Fig. 1: run 1, signal wires on met4
Scale bar: 20 µm. Supply wires on this layer in grey.
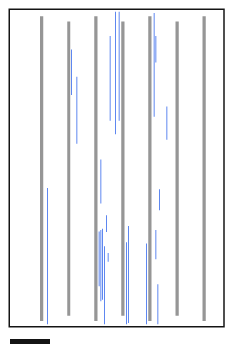
Fig. 2: run 1, clock distribution
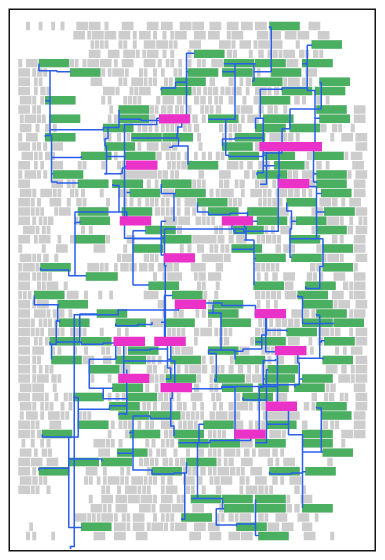
Fig. 3: run 1, cell outlines without signal wires
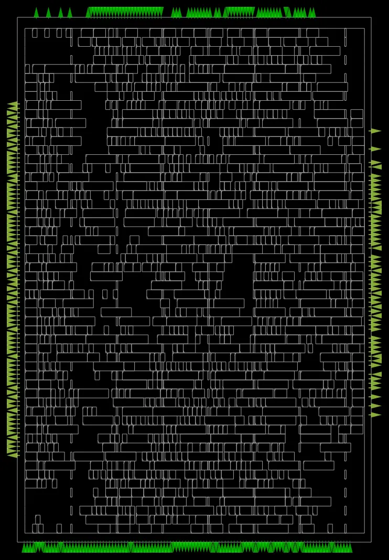
### src/rtl/dmem_arbiter.sv
// Round-robin arbiter sharing the single-port data memory between two requesters;
// partial stores use read-modify-write. Define DMEM_ARB_RANGE_CHECK_EN to add p0_err/p1_err.
module dmem_arbiter #(
    parameter int DEPTH = 8192
) (
    input  logic        clk,
    input  logic        rst,
    input  logic        p0_req,
    input  logic        p0_we,
    input  logic [31:0] p0_addr,
    input  logic [31:0] p0_wdata,
    input  logic [3:0]  p0_be,
    output logic        p0_gnt,
    output logic        p0_done,
    output logic [31:0] p0_rdata,
    input  logic        p1_req,
    input  logic        p1_we,
    input  logic [31:0] p1_addr,
    input  logic [31:0] p1_wdata,
    input  logic [3:0]  p1_be,
    output logic        p1_gnt,
    output logic        p1_done,
    output logic [31:0] p1_rdata,
    output logic [31:0] mem_addr,
    output logic [31:0] mem_wdata,
    output logic        mem_wen,
    input  logic [31:0] mem_rdata
`ifdef DMEM_ARB_RANGE_CHECK_EN
    ,
    output logic        p0_err,
    output logic        p1_err
`endif
);
    localparam int AW = $clog2(DEPTH);

    typedef enum logic [1:0] {
        S_IDLE   = 2'd0,
        S_ACCESS = 2'd1,
        S_WRITE  = 2'd2
    } state_t;

    state_t          r_state;
    state_t          w_next;
    logic            r_last;
    logic            r_port;
    logic            r_we;
    logic [AW-1:0]   r_addr;
    logic [31:0]     r_wdata;
    logic [3:0]      r_be;
    logic [31:0]     r_merged;
    logic [31:0]     r_p0_rdata;
    logic [31:0]     r_p1_rdata;
    logic            r_p0_gnt;
    logic            r_p1_gnt;
    logic            r_p0_done;
    logic            r_p1_done;

    logic            w_grant;
    logic            w_gport;
    logic            w_sel_we;
    logic [31:0]     w_sel_addr;
    logic [31:0]     w_sel_wdata;
    logic [3:0]      w_sel_be;
    logic [31:0]     w_merged;
    logic            w_oob;
    logic            w_partial;
    logic            w_unused_bits;

    assign w_sel_we    = w_gport ? p1_we    : p0_we;
    assign w_sel_addr  = w_gport ? p1_addr  : p0_addr;
    assign w_sel_wdata = w_gport ? p1_wdata : p0_wdata;
    assign w_sel_be    = w_gport ? p1_be    : p0_be;

`ifdef DMEM_ARB_RANGE_CHECK_EN
    localparam logic [31:0] BYTE_LIMIT = 32'(DEPTH * 4);
    logic r_oob;
    logic r_p0_err;
    logic r_p1_err;
    assign w_oob  = r_oob;
    assign p0_err = r_p0_err;
    assign p1_err = r_p1_err;
`else
    assign w_oob = 1'b0;
`endif

    // Only partial masks need the old word; full and empty masks finish in ACCESS.
    assign w_partial     = r_we && !w_oob && (r_be != 4'hF) && (r_be != 4'h0);
    assign w_unused_bits = ^{w_sel_addr[1:0], w_sel_addr[31:AW+2]};

    always_comb begin
        w_merged = mem_rdata;
        for (int i = 0; i < 4; i++) begin
            if (r_be[i]) w_merged[8*i +: 8] = r_wdata[8*i +: 8];
        end
    end

    always_ff @(posedge clk or posedge rst) begin
        if (rst) r_state <= S_IDLE;
        else     r_state <= w_next;
    end

    always_comb begin
        w_grant = 1'b0;
        w_gport = 1'b0;
        w_next  = r_state;
        case (r_state)
            S_IDLE: begin
                if (p0_req && p1_req) begin
                    w_grant = 1'b1;
                    w_gport = ~r_last;
                end else if (p0_req || p1_req) begin
                    w_grant = 1'b1;
                    w_gport = p1_req;
                end
                if (w_grant) w_next = S_ACCESS;
            end
            S_ACCESS: w_next = w_partial ? S_WRITE : S_IDLE;
            S_WRITE:  w_next = S_IDLE;
            default:  w_next = S_IDLE;
        endcase
    end

    always_comb begin
        mem_wen   = 1'b0;
        mem_wdata = 32'h0;
        case (r_state)
            S_ACCESS: begin
                if (r_we && !w_oob && (r_be == 4'hF)) begin
                    mem_wen   = 1'b1;
                    mem_wdata = r_wdata;
                end
            end
            S_WRITE: begin
                mem_wen   = 1'b1;
                mem_wdata = r_merged;
            end
            default: ;
        endcase
    end

    always_ff @(posedge clk or posedge rst) begin
        if (rst) begin
            r_last     <= 1'b1;
            r_port     <= 1'b0;
            r_we       <= 1'b0;
            r_addr     <= '0;
            r_wdata    <= 32'h0;
            r_be       <= 4'h0;
            r_merged   <= 32'h0;
            r_p0_rdata <= 32'h0;
            r_p1_rdata <= 32'h0;
            r_p0_gnt   <= 1'b0;
            r_p1_gnt   <= 1'b0;
            r_p0_done  <= 1'b0;
            r_p1_done  <= 1'b0;
`ifdef DMEM_ARB_RANGE_CHECK_EN
            r_oob      <= 1'b0;
            r_p0_err   <= 1'b0;
            r_p1_err   <= 1'b0;
`endif
        end else begin
            r_p0_gnt  <= 1'b0;
            r_p1_gnt  <= 1'b0;
            r_p0_done <= 1'b0;
            r_p1_done <= 1'b0;
`ifdef DMEM_ARB_RANGE_CHECK_EN
            r_p0_err  <= 1'b0;
            r_p1_err  <= 1'b0;
`endif
            case (r_state)
                S_IDLE: begin
                    if (w_grant) begin
                        r_port   <= w_gport;
                        r_last   <= w_gport;
                        r_we     <= w_sel_we;
                        r_addr   <= w_sel_addr[AW+1:2];
                        r_wdata  <= w_sel_wdata;
                        r_be     <= w_sel_be;
                        r_p0_gnt <= ~w_gport;
                        r_p1_gnt <= w_gport;
`ifdef DMEM_ARB_RANGE_CHECK_EN
                        r_oob    <= (w_sel_addr >= BYTE_LIMIT);
`endif
                    end
                end
                S_ACCESS: begin
                    if (w_partial) begin
                        r_merged <= w_merged;
                    end else begin
                        r_p0_done <= ~r_port;
                        r_p1_done <= r_port;
                        if (!r_we && !w_oob) begin
                            if (r_port) r_p1_rdata <= mem_rdata;
                            else        r_p0_rdata <= mem_rdata;
                        end
`ifdef DMEM_ARB_RANGE_CHECK_EN
                        r_p0_err <= w_oob & ~r_port;
                        r_p1_err <= w_oob & r_port;
`endif
                    end
                end
                S_WRITE: begin
                    r_p0_done <= ~r_port;
                    r_p1_done <= r_port;
                end
                default: ;
            endcase
        end
    end

    assign mem_addr = {{(32-AW){1'b0}}, r_addr};
    assign p0_gnt   = r_p0_gnt;
    assign p1_gnt   = r_p1_gnt;
    assign p0_done  = r_p0_done;
    assign p1_done  = r_p1_done;
    assign p0_rdata = r_p0_rdata;
    assign p1_rdata = r_p1_rdata;

endmodule

### config.mk
export PLATFORM = sky130hd
export DESIGN_NAME = dmem_arbiter
export DESIGN_NICKNAME = d
export VERILOG_FILES = /design/src/rtl/dmem_arbiter.sv
export SDC_FILE = /design/constraint.sdc
export NUM_CORES = 1
export LEC_CHECK = 0
export ABC_AREA = 1
export CORE_ASPECT_RATIO = 1.5
export CORE_MARGIN = 2
export CORE_UTILIZATION = 47
export DETAILED_ROUTE_END_ITERATION = 12
export PLACE_DENSITY = 0.83
export SLEW_MARGIN = 20
export SYNTH_ARGS = -nofsm -noshare
export SYNTH_HDL_FRONTEND = slang
export SYNTH_SLANG_ARGS = --single-unit
### constraint.sdc
create_clock -name clk -period 10.4 [get_ports clk]
set_input_delay 2.6 -clock clk [delete_from_list [all_inputs] [get_ports clk]]
set_output_delay 2.6 -clock clk [all_outputs]
set_load 0.1 [all_outputs]
==> reports/qor.yml, run 1 <==
grt.met1_usage_pct: 30.9
crit_buf_inv: 3
detail_route_antenna_nets: 0
ys_area_um2: 7470
syn_avg_cell_area_um2: 7.51
critPathMaxStageDelay_ns: 1.21
timing.fmax_mhz: 158
drt-vias-per-instance: 4.92
hold_violations: 0
run_status: "finished clean"
ys_types: 28
drt_iter0_drc: 459
synth-simple-area-share_pct: 29.2
yosysWarningCount: 0
worst_path_max_delay_cell: "sky130_fd_sc_hd__clkdlybuf4s50_1"
cp_top_family: "buffers and inverters"
buffers: 253
num_antenna_cells: 0
setup_viol: 0
timing.rr.start: "r_state[0]$_DFFE_PP0P_"
globalRoute.totalOverflow: 0
drv_cap: 0
pin_count: 307
dr.pass1.iters: 5
grt_setup_unrepaired: "no"
drive_above_1_share_pct: 4.42
drc: 0
die.size.x_um: 107
worst_ep_arrival_time_ns: 3.72
grt_most_used_layer: "met2"
layout_top_cell: "sky130_fd_sc_hd__nand2_1"
synth_async_sr_flop_share_pct: 100
post_cts.resized_instances: 0
synthAoiAreaFrac_pct: 9.72
area_growth_pct: 40.1
core_region_area_um2: 15600
met2_wirelength_um: 10400
post-dp-hpwl_um: 14300
About Fig. 1:
share of all routed wire: 3.4%
wire length on this layer: 707 µm
via count: 7013
overall routed net length: 20800 µm

About Fig. 2:
[green] flip-flops | count: 154
[magenta] cells driving clock nets | count: 17
[blue] clock wires | length: 1890 µm
flops lie: all over the die
latest clock arrival within the worst-skew pair: 0.43 ns
Final Skew: 0.0171 ns

About Fig. 3:
Site Rows: 56
share of cell area taken by flip-flops and latches: 36.8%

Fig. 4: run 1, sequential cells grouped by signal name
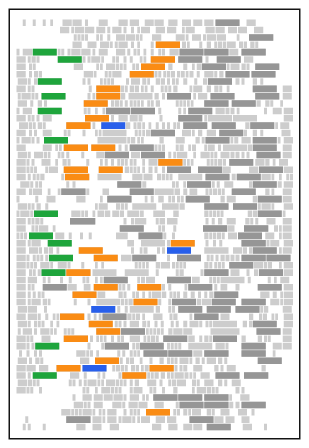

==> run 2, diff against run 1 <==
- CORE_UTILIZATION: 47 -> 44
- PLACE_DENSITY: 0.83 -> 0.78
- clock period: 10.4 -> 6.4 ns (I/O delays scaled with it)
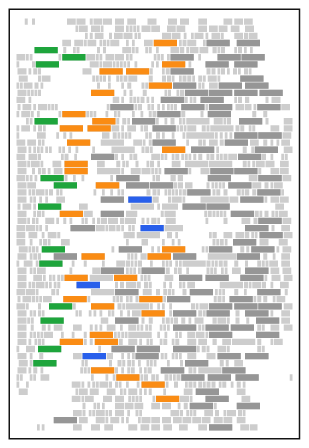
Fig. 5. Sequential cells grouped by signal name (run 2).
| colour | netlist name | sequential cells |
|---|---|---|
| orange | r_wdata | 32 |
| blue | r_be | 4 |
| green | r_addr | 13 |
not coloured: 105
FF+latch area: 3850 µm²

==> run 2 against run 1 <==
Against the previous run: final area is 0.56% higher; highest routed layer unchanged; flip-flop count unchanged; largest cell class unchanged.
==> reports/qor.yml, run 2 <==
grt_setup_unrepaired: "no"
clkLatencyLatePin_ns: 0.42  # about the same
num_antenna_cells: 1  # +1
yosysWarningCount: 0  # unchanged
pin_count: 307  # unchanged
syn_avg_cell_area_um2: 7.51  # unchanged
buffers: 256  # +1.2%
worst_ep_arrival_time_ns: 3.41  # -0.31 ns
run_status: "finished clean"
area_growth_pct: 40.9
layout_top_cell: "sky130_fd_sc_hd__nand2_1"
post_cts.resized_instances: 0  # unchanged
timing.fmax_mhz: 200
cp_top_family: "buffers and inverters"
std_cell_rows: 58  # +3.6%
seq-cell-share_pct: 36.6  # -0.21 points
met2_wirelength_um: 10200  # -2.7%
setup_viol: 0  # unchanged
timing.rr.start: "r_state[0]$_DFFE_PP0P_"
grt_most_used_layer: "met2"
synth_async_sr_flop_share_pct: 100  # unchanged
drt-vias-per-instance: 4.83  # -1.8%
drc: 0  # unchanged
worst_path_max_delay_cell: "sky130_fd_sc_hd__clkdlybuf4s50_1"
critPathMaxStageDelay_ns: 1.20  # about the same
grt.met1_usage_pct: 30.8  # -0.076 points
post-dp-hpwl_um: 14500  # +1.2%
drv_cap: 0  # unchanged
drive_above_1_share_pct: 4.65  # +0.23 points
die.size.x_um: 110  # +3.2%
drt_iter0_drc: 578  # +26%
dr.pass1.iters: 5  # unchanged
final_skew_ns: 0.00869  # -0.00845 ns
synthAoiAreaFrac_pct: 9.72  # unchanged
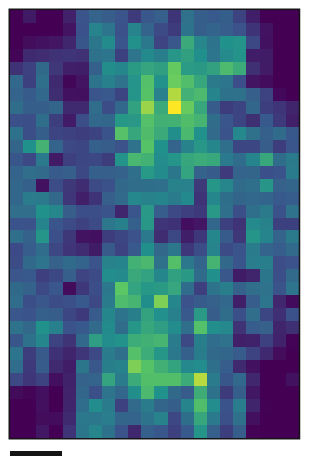
Fig. 6. Wire density map (run 2).
Scale bar: 20 µm. The die is cut into 22 by 33 equal tiles; dark purple is low, yellow is high, scaled to the fullest tile. Values are wire area over tile area, all layers added.
nearly empty tiles: 7.4%
fullest tile: 0.60
mean over tiles: 0.19
tiles over half the peak: 16%
overall routed net length: 21000 µm
via count: 6939

